$ cat src/rtl/boot_pkg.sv
// Shared types and constants for the serial boot loader.
// Header length and checksum width are fixed by the stream format.
package boot_pkg;

  typedef enum logic [2:0] {
    LEN_HI,
    LEN_LO,
    DATA,
    WRITE,
    CHECK,
    DONE,
    ERROR
  } bootState_e;

  localparam int HDR_BYTES = 2;
  localparam int CSUM_W    = 8;
  localparam int LEN_W     = 8 * HDR_BYTES;

endpackage

$ cat src/rtl/boot_loader_if.sv
// Byte-stream input and memory write port of the boot loader.
// The master side is the byte source and memory; the slave side is the loader.
interface boot_loader_if;
  logic        rx_valid;
  logic [7:0]  rx_data;
  logic        rx_ready;
  logic [31:0] mem_addr;
  logic [31:0] mem_wdata;
  logic        mem_wr;

  modport master (
    output rx_valid, rx_data,
    input  rx_ready, mem_addr, mem_wdata, mem_wr
  );

  modport slave (
    input  rx_valid, rx_data,
    output rx_ready, mem_addr, mem_wdata, mem_wr
  );
endinterface

$ cat src/rtl/byte_packer.sv
// Assembles MSB-first bytes into a 32-bit word.
// wordNext already includes byteIn so the caller can capture the full word on the 4th transfer.
module byte_packer (
  input  logic        clk,
  input  logic        rstN,
  input  logic        clr,
  input  logic        shiftEn,
  input  logic [7:0]  byteIn,
  output logic [31:0] wordNext,
  output logic        wordFull
);

  logic [31:0] word;
  logic [1:0]  byteCnt;

  assign wordNext = {word[23:0], byteIn};
  assign wordFull = shiftEn && (byteCnt == 2'd3);

  always_ff @(posedge clk or negedge rstN) begin
    if (!rstN) begin
      word    <= '0;
      byteCnt <= '0;
    end else if (clr) begin
      word    <= '0;
      byteCnt <= '0;
    end else if (shiftEn) begin
      word    <= wordNext;
      byteCnt <= byteCnt + 2'd1;
    end
  end

endmodule

$ cat src/rtl/boot_loader.sv
// Receives a length-prefixed, XOR-checksummed program image and writes it to CPU memory,
// holding the CPU in reset until the image is verified.
module boot_loader
  import boot_pkg::*;
#(
  parameter logic [31:0] BASE_ADDR = 32'h0000_0000,
  parameter int          MAX_WORDS = 64
) (
  input  logic          clk,
  input  logic          reset,
  input  logic          start,
  boot_loader_if.slave  bus,
  output logic          cpu_reset,
  output logic          done,
  output logic          err
);

  localparam logic [LEN_W-1:0] MAX_N = LEN_W'(MAX_WORDS);

  bootState_e        state, stateNext;
  logic [7:0]        lenHi;
  logic [LEN_W-1:0]  numWords;
  logic [LEN_W-1:0]  wordIdx;
  logic [CSUM_W-1:0] xorAcc;
  logic [31:0]       memAddr;
  logic [31:0]       memWdata;

  logic              xfer;
  logic              rearm;
  logic              lastWord;
  logic [LEN_W-1:0]  hdrLen;
  logic [31:0]       wordNext;
  logic              wordFull;

  assign bus.rx_ready = (state == LEN_HI) || (state == LEN_LO) ||
                        (state == DATA)   || (state == CHECK);
  assign xfer     = bus.rx_valid && bus.rx_ready;
  assign rearm    = start && ((state == DONE) || (state == ERROR));
  assign hdrLen   = {lenHi, bus.rx_data};
  assign lastWord = ({1'b0, wordIdx} + (LEN_W+1)'(1)) >= {1'b0, numWords};

  assign bus.mem_wr    = (state == WRITE);
  assign bus.mem_addr  = memAddr;
  assign bus.mem_wdata = memWdata;
  assign cpu_reset     = (state != DONE);
  assign done          = (state == DONE);
  assign err           = (state == ERROR);

  byte_packer uPacker (
    .clk      (clk),
    .rstN     (reset),
    .clr      (rearm),
    .shiftEn  ((state == DATA) && xfer),
    .byteIn   (bus.rx_data),
    .wordNext (wordNext),
    .wordFull (wordFull)
  );

  always_ff @(posedge clk or negedge reset) begin
    if (!reset) begin
      state    <= LEN_HI;
      lenHi    <= '0;
      numWords <= '0;
      wordIdx  <= '0;
      xorAcc   <= '0;
      memAddr  <= BASE_ADDR;
      memWdata <= '0;
    end else begin
      state <= stateNext;
      if ((state == LEN_HI) && xfer) lenHi <= bus.rx_data;
      if ((state == LEN_LO) && xfer) numWords <= hdrLen;
      if ((state == DATA) && xfer) xorAcc <= xorAcc ^ bus.rx_data;
      // Address and data are latched on the 4th byte so they are stable throughout WRITE.
      if ((state == DATA) && wordFull) begin
        memAddr  <= BASE_ADDR + 32'({wordIdx, 2'b00});
        memWdata <= wordNext;
      end
      if (state == WRITE) wordIdx <= wordIdx + LEN_W'(1);
      if (rearm) begin
        wordIdx <= '0;
        xorAcc  <= '0;
      end
    end
  end

  always_comb begin
    stateNext = state;
    unique case (state)
      LEN_HI: if (xfer) stateNext = LEN_LO;
      LEN_LO: begin
        if (xfer) begin
          if (hdrLen == '0)        stateNext = CHECK;
          else if (hdrLen > MAX_N) stateNext = ERROR;
          else                     stateNext = DATA;
        end
      end
      DATA:   if (wordFull) stateNext = WRITE;
      WRITE:  stateNext = lastWord ? CHECK : DATA;
      CHECK:  if (xfer) stateNext = (bus.rx_data == xorAcc) ? DONE : ERROR;
      DONE:   if (start) stateNext = LEN_HI;
      ERROR:  if (start) stateNext = LEN_HI;
      default: stateNext = LEN_HI;
    endcase
  end

endmodule

$ cat src/flat_wrapper.sv
// flat-port wrapper written by rule: the top's interface ports become plain ports
module boot_loader_flat import boot_pkg::*;
#(
  parameter logic [31:0] BASE_ADDR = 32'h0000_0000,
  parameter int          MAX_WORDS = 64
)
  (clk, reset, start, cpu_reset, done, err, bus_rx_valid, bus_rx_data, bus_rx_ready, bus_mem_addr, bus_mem_wdata, bus_mem_wr);
  boot_loader_if bus_i ();
  input  logic clk;
  input  logic reset;
  input  logic start;
  output logic cpu_reset;
  output logic done;
  output logic err;
  input wire logic [$bits(bus_i.rx_valid)-1:0] bus_rx_valid;
  input wire logic [$bits(bus_i.rx_data)-1:0] bus_rx_data;
  output wire logic [$bits(bus_i.rx_ready)-1:0] bus_rx_ready;
  output wire logic [$bits(bus_i.mem_addr)-1:0] bus_mem_addr;
  output wire logic [$bits(bus_i.mem_wdata)-1:0] bus_mem_wdata;
  output wire logic [$bits(bus_i.mem_wr)-1:0] bus_mem_wr;
  assign bus_i.rx_valid = bus_rx_valid;
  assign bus_i.rx_data = bus_rx_data;
  assign bus_rx_ready = bus_i.rx_ready;
  assign bus_mem_addr = bus_i.mem_addr;
  assign bus_mem_wdata = bus_i.mem_wdata;
  assign bus_mem_wr = bus_i.mem_wr;
  boot_loader #(.BASE_ADDR(BASE_ADDR), .MAX_WORDS(MAX_WORDS)) u_core (.clk(clk), .reset(reset), .start(start), .bus(bus_i), .cpu_reset(cpu_reset), .done(done), .err(err));
endmodule
$ cat config.mk
export PLATFORM = sky130hd
export DESIGN_NAME = boot_loader_flat
export DESIGN_NICKNAME = d
export VERILOG_FILES = /design/src/rtl/boot_pkg.sv /design/src/rtl/boot_loader_if.sv /design/src/rtl/byte_packer.sv /design/src/rtl/boot_loader.sv /design/src/flat_wrapper.sv
export SDC_FILE = /design/constraint.sdc
export NUM_CORES = 1
export LEC_CHECK = 0
export ABC_AREA = 1
export CORE_MARGIN = 2
export CORE_UTILIZATION = 50
export DETAILED_ROUTE_END_ITERATION = 7
export PLACE_DENSITY_LB_ADDON = 0.15
export SYNTH_ARGS = -nofsm -noshare
export SYNTH_HDL_FRONTEND = slang
export SYNTH_SLANG_ARGS = --single-unit
$ cat constraint.sdc
create_clock -name clk -period 2.82 [get_ports clk]
set_input_delay 0.282 -clock clk [delete_from_list [all_inputs] [get_ports clk]]
set_output_delay 0.282 -clock clk [all_outputs]
set_load 0.005 [all_outputs]
==> flow_summary.ini <==
; generated from flow reports
[layout]
final_core_util = 0.6489
area_growth_pct = 26.38

[route]
viasPerCell = 5.105
vias = 4584
routed_wl_mm = 12.91
drt_first_pass_iters = 5
post_drt_wl_per_cell_um = 14.38

[critical_path]
worst-path-stages = 19
cp_top_family = simple AND/OR/NAND/NOR gates
rr_worst_depth = 19
crit_type = register to register
crit_end = u_core.state[2]
crit_slowest_cell = dfrtp_1
startpoint = u_core.wordIdx[1]
rrSetupSlack_ns = 0.16
critPathMostFrequentCell = nand3_2
r2r-start = u_core.wordIdx[1]
cp.arrival_ns = 2.96
cp_max_fo = 3

[yosys]
async_flop_share = 1.000
ys_warn_count = 0
yosysUniqueCellTypes = 33
synth_area_um2 = 5863
ys_ff = 125
synthFlopType = dfrtp_1

[floorplanning]
chipArea_um2 = 12610
rows = 39

[grt]
antenna_found_initial = 0
grt_use_total = 0.2148
grt_pass1_wl_mm = 21.56
grt_pass1_vias = 4507
grt_overflow_total = 0

[clock_tree]
h-tree-depth = 4
clock_latency_ns = 0.42
cts.root.buffer_cell = clkbuf_16
clkTransAtPathRegs_ns = 0.05

[placed_design]
post-dp-hpwl_mm = 8.873
dpl.cell_count = 858
portBuffers = 64

[timing]
worstMarginPinSlew_ns = 0.8485
slew_viol_final = 0
finalSetupTns_ns = 0
post-route-min-period_ns = 2.657

[job]
max_cap_violations = 0

[pwr]
p_per_area_nw_per_um2 = 1060
vdd_drop_max_uv = 883.8

[status]
status = finished, final reports clean
[worst reg2reg max path: stages, from the launching register on]
cell,delay (ns)
dfrtp_1,0.39
ha_2,0.21
nand3_2,0.11
nor2_4,0.11
nand3_2,0.12
nor2_4,0.18
nand2_2,0.08
xor2_2,0.16
inv_2,0.06
ha_4,0.25
a21oi_2,0.14
nor2_1,0.05
nor2_1,0.14
nand3_2,0.12
nor2_4,0.12
nand2_1,0.07
nand2_2,0.07
nand3_2,0.06
nand2_1,0.07
nand2_1,0.05
[cells in the mapped netlist (3+ instances only)]
library cell | count | area (um2)
nor2_2 | 3 | 18.77
nand2_1 | 150 | 563.0
xnor2_1 | 4 | 35.03
inv_2 | 4 | 15.01
buf_2 | 5 | 25.02
xor2_1 | 13 | 113.9
o21ai_1 | 16 | 80.08
nor3_1 | 4 | 20.02
nor2_1 | 27 | 101.4
ha_1 | 18 | 225.2
dfrtp_1 | 125 | 3128
buf_4 | 19 | 142.6
nor2_4 | 3 | 33.78
nand4_1 | 6 | 37.54
inv_1 | 103 | 386.6
clkbuf_1 | 10 | 37.54
a21oi_1 | 14 | 70.07
o21ai_0 | 74 | 370.4
nand3_1 | 20 | 100.1
o22ai_1 | 29 | 181.4
buf_6 | 4 | 45.04
[kinds of logic after synthesis]
kind of cell | count (synthesis) | share of synthesized area
simple gates | 220 | 0.1596
flops | 125 | 0.5335
fa+ha+maj | 18 | 0.03841
xor+xnor | 18 | 0.02817
buf+inv | 146 | 0.1122
compound gates | 139 | 0.1274
other cells | 1 | 0.0006396
[metrics by stage]
stage	hold WS (ns)	instance area, um2
2_1_floorplan	-0.01359	5919
3_3_place_gp	0.3067	6576
3_5_place_dp	0.3084	6576
4_1_cts	0.4190	7212
5_1_grt	0.4677	7410
6_report	0.4045	7410
[registers in the layout (all words and copies together) (netlist names)]
signal	count
u_core.bus.mem_addr	16
u_core.bus.mem_wdata	32
u_core.lenHi	8
u_core.numWords	16
u_core.state	3
u_core.uPacker.byteCnt	2
u_core.uPacker.word	24
u_core.wordIdx	16
u_core.xorAcc	8
[metal layers]
layer | up-vias | wire length (um) | global-route usage
met5 | - | 0 | 0
li1 | 2253 | - | -
met2 | 110 | 6218 | 0.3430
met1 | 2201 | 5874 | 0.2866
met3 | 20 | 593 | 0.05562
met4 | 0 | 225 | 0.07805
[repair_timing]
item	CTS	global route
resized	0	35
buffers inserted	0	7
endpoints found under the hold margin	42	0
hold buffers	1	0
setup endpoints to repair	0	2
[power breakdown]
part / total, mW / leakage [nW] / internal, mW / switching (mW)
Combinational: 2.74 / 1.61 / 1.17 / 1.57
Clock: 2.30 / 0.307 / 1.52 / 0.776
Sequential: 2.82 / 1.68 / 2.42 / 0.404
Total: 7.86 / 3.59 / 5.11 / 2.75
[cell type report]
class / instances / area (um2)
Clock inverter: 11 / 165.2
Multi-Input combinational cell: 411 / 2276
Sequential cell: 125 / 3131
Clock buffer: 21 / 460.4
Inverter: 108 / 407.9
Timing Repair Buffer: 79 / 790.8
Fill cell: 942 / 4009
Tap cell: 143 / 178.9
Figure 1. Clock routing.
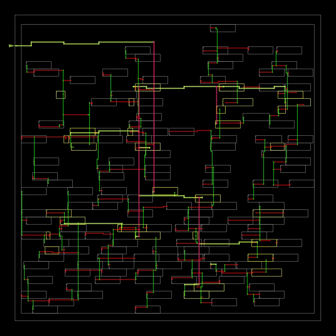
Layout Skew: 0.007974 ns
cts bufs inserted: 17
Flops: 125
P_clk: 2.30 mW
clock sink count: 125

Figure 2. Pin placement.
Pins as bars across the die edge, other pins in gray.
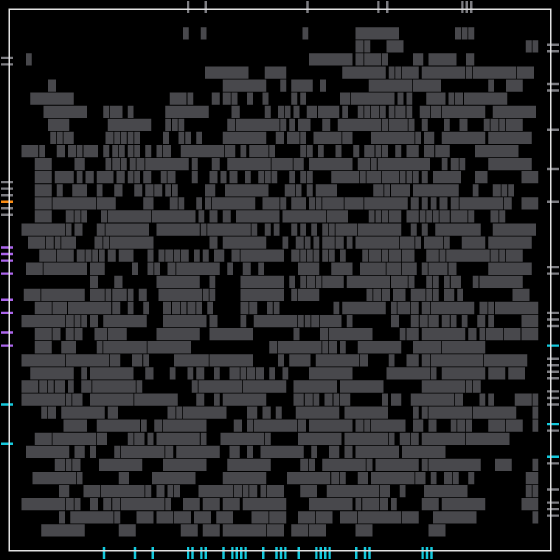
Key: bus_rx_data = purple [pins 8, direction input, edge west]; bus_mem_wdata = cyan [pins 32, direction output, edge 27 south, 3 east, 2 west]; bus_rx_ready = orange [pins 1, direction output, edge west]
All pins by edge: 28 east, 27 south, 18 west, 8 north.
die span in x: 112.3 um
die height: 112.3 um

Power and IR drop assume default switching activity.
